==> config.mk <==
export PLATFORM = sky130hd
export DESIGN_NAME = bin_to_bcd_seq_flat
export DESIGN_NICKNAME = d
export VERILOG_FILES = /design/src/rtl/bin_to_bcd_seq_pkg.sv /design/src/rtl/bin_to_bcd_seq_if.sv /design/src/rtl/bin_to_bcd_seq_digit_adj.sv /design/src/rtl/bin_to_bcd_seq.sv /design/src/flat_wrapper.sv
export SDC_FILE = /design/constraint.sdc
export NUM_CORES = 1
export LEC_CHECK = 0
export CORE_MARGIN = 1.5
export CORE_UTILIZATION = 30
export CTS_CLUSTER_SIZE = 28
export DETAILED_ROUTE_END_ITERATION = 16
export SYNTH_ARGS = -nofsm -noshare
export SYNTH_HDL_FRONTEND = slang
export SYNTH_SLANG_ARGS = --single-unit
==> constraint.sdc <==
create_clock -name clk -period 1.4 [get_ports clk]
set_input_delay 0.14 -clock clk [delete_from_list [all_inputs] [get_ports clk]]
set_output_delay 0.14 -clock clk [all_outputs]
set_load 0.01 [all_outputs]
flops_by_reg.png
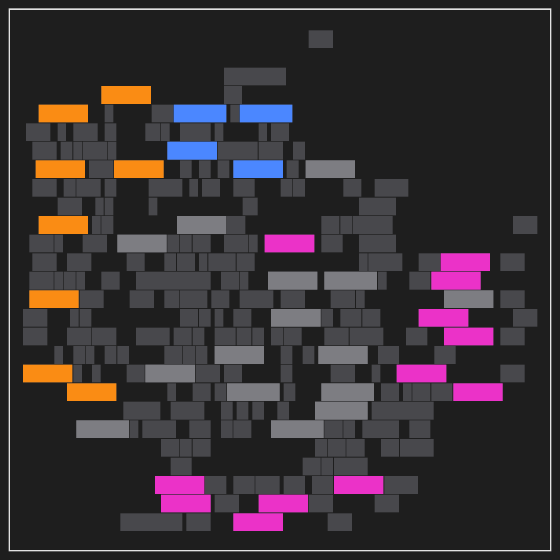
legend:
  `u_core.cnt_q`:
    colour: blue
    placed_flops: 4
    where: top middle
  `u_core.bin_q`:
    colour: orange
    placed_flops: 8
  `u_core.bus.bcd_out`:
    colour: magenta
    placed_flops: 12
not coloured: 15
Layout Utilization: 43.5%
power in sequential cells: 1.17 mW
flop share of the area: 32.8%
sequential cell area: 791 sq um

placement_by_type.png
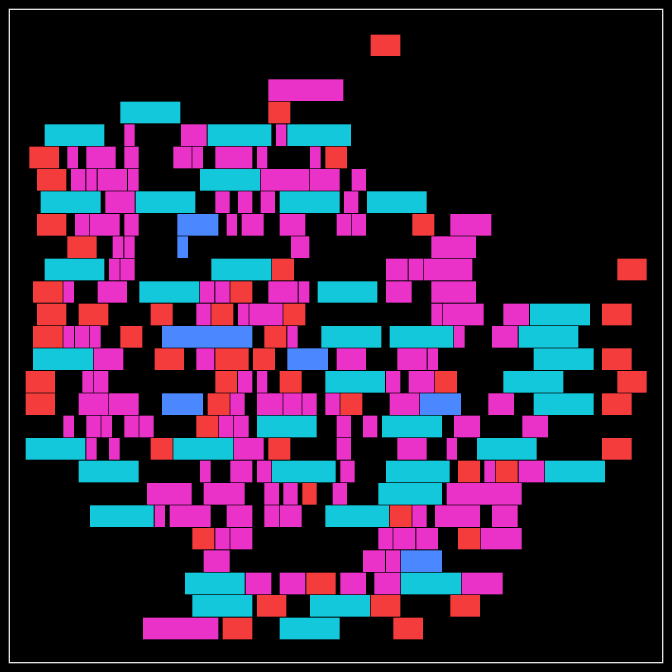
legend:
  combinational and other logic:
    colour: magenta
    cells: 134
  clock drivers and dummy loads:
    colour: blue
    cells: 7
  other buffers and delay cells:
    colour: red
    cells: 50
  flops:
    colour: cyan
    cells: 39
final non-filler cell area: 0.00241 sq mm
Row Count: 27
core area: 0.00554 sq mm

==> impl_metrics.py <==
# Synthesis and PnR figures
metrics = {
    "placement": {
        "hpwlAfterDp_um": 2580,
        "placed_cell_area_sq_mm": 0.00218,
        "placed_cells": 292,
        "io_buffer_count": 24,
    },
    "run_status": {
        "outcome": "completed",
    },
    "finish": {
        "antenna_cells": 0,
        "comb_share_pct": 39.5,
        "stdcell_count": 302,
        "inverters": 10,
        "layout-drive-gt1-share_pct": 28.7,
        "flop-count": 39,
    },
    "floorplan": {
        "fp-utilization_pct": 31.3,
        "tap_cells": 72,
        "dieArea_sq_mm": 0.00625,
        "die_w_um": 79.1,
    },
    "sta": {
        "fin_crit_sh_pct": 98.9,
        "fin_ws_ps": 15.3,
        "finalHoldViolations": 0,
        "tightest_slew_ps": 569,
    },
    "logic_synthesis": {
        "ys_sh_adder_pct": 5.76,
        "ys_area_sq_mm": 0.00174,
        "flop_cell": "dfxtp_1",
        "syn-cell-area_sq_mm": 0.00174,
        "topCombFamilyByArea": "AND-OR/OR-AND gates",
        "syn_nets": 200,
        "yosys.area_share.aoi_pct": 19.7,
        "synth.area.top_cells": "dfxtp_1, mux2i_1, ha_1",
        "synth_top_area_share_pct": 45.0,
        "common_cells": "dfxtp_1, nor2_1, a21oi_1, mux2i_1",
    },
    "critical_path": {
        "cp_slowest_cell": "dfxtp_2",
        "crit_type": "flip-flop to flip-flop",
    },
    "clock_tree": {
        "clock-sinks": 39,
        "worstSkewPairLatency_ps": 290,
        "cts-root-buf": "clkbuf_8",
        "cts_tree": "done",
        "clockBufferDepth": 2,
    },
    "global_routing": {
        "grt_max_degree": 18,
        "grt_first_pass_wirelength_um": 6090,
        "antenna_found_initial": 0,
        "grt_pass1_vias": 1331,
        "grt-ovfl-total": 0,
        "use_met1_pct": 16.7,
    },
    "worst_hold_path": {
        "hold_path_class": "flip-flop to flip-flop",
    },
    "drt": {
        "wl_met3_um": 140,
        "drcViolationCount": 0,
        "antenna_left": 0,
    },
    "pwr": {
        "power_frac_clock_pct": 39.7,
        "netSwitchingFraction_pct": 23.6,
    },
}
No activity file was given, so power comes from the tool's default toggle rates.
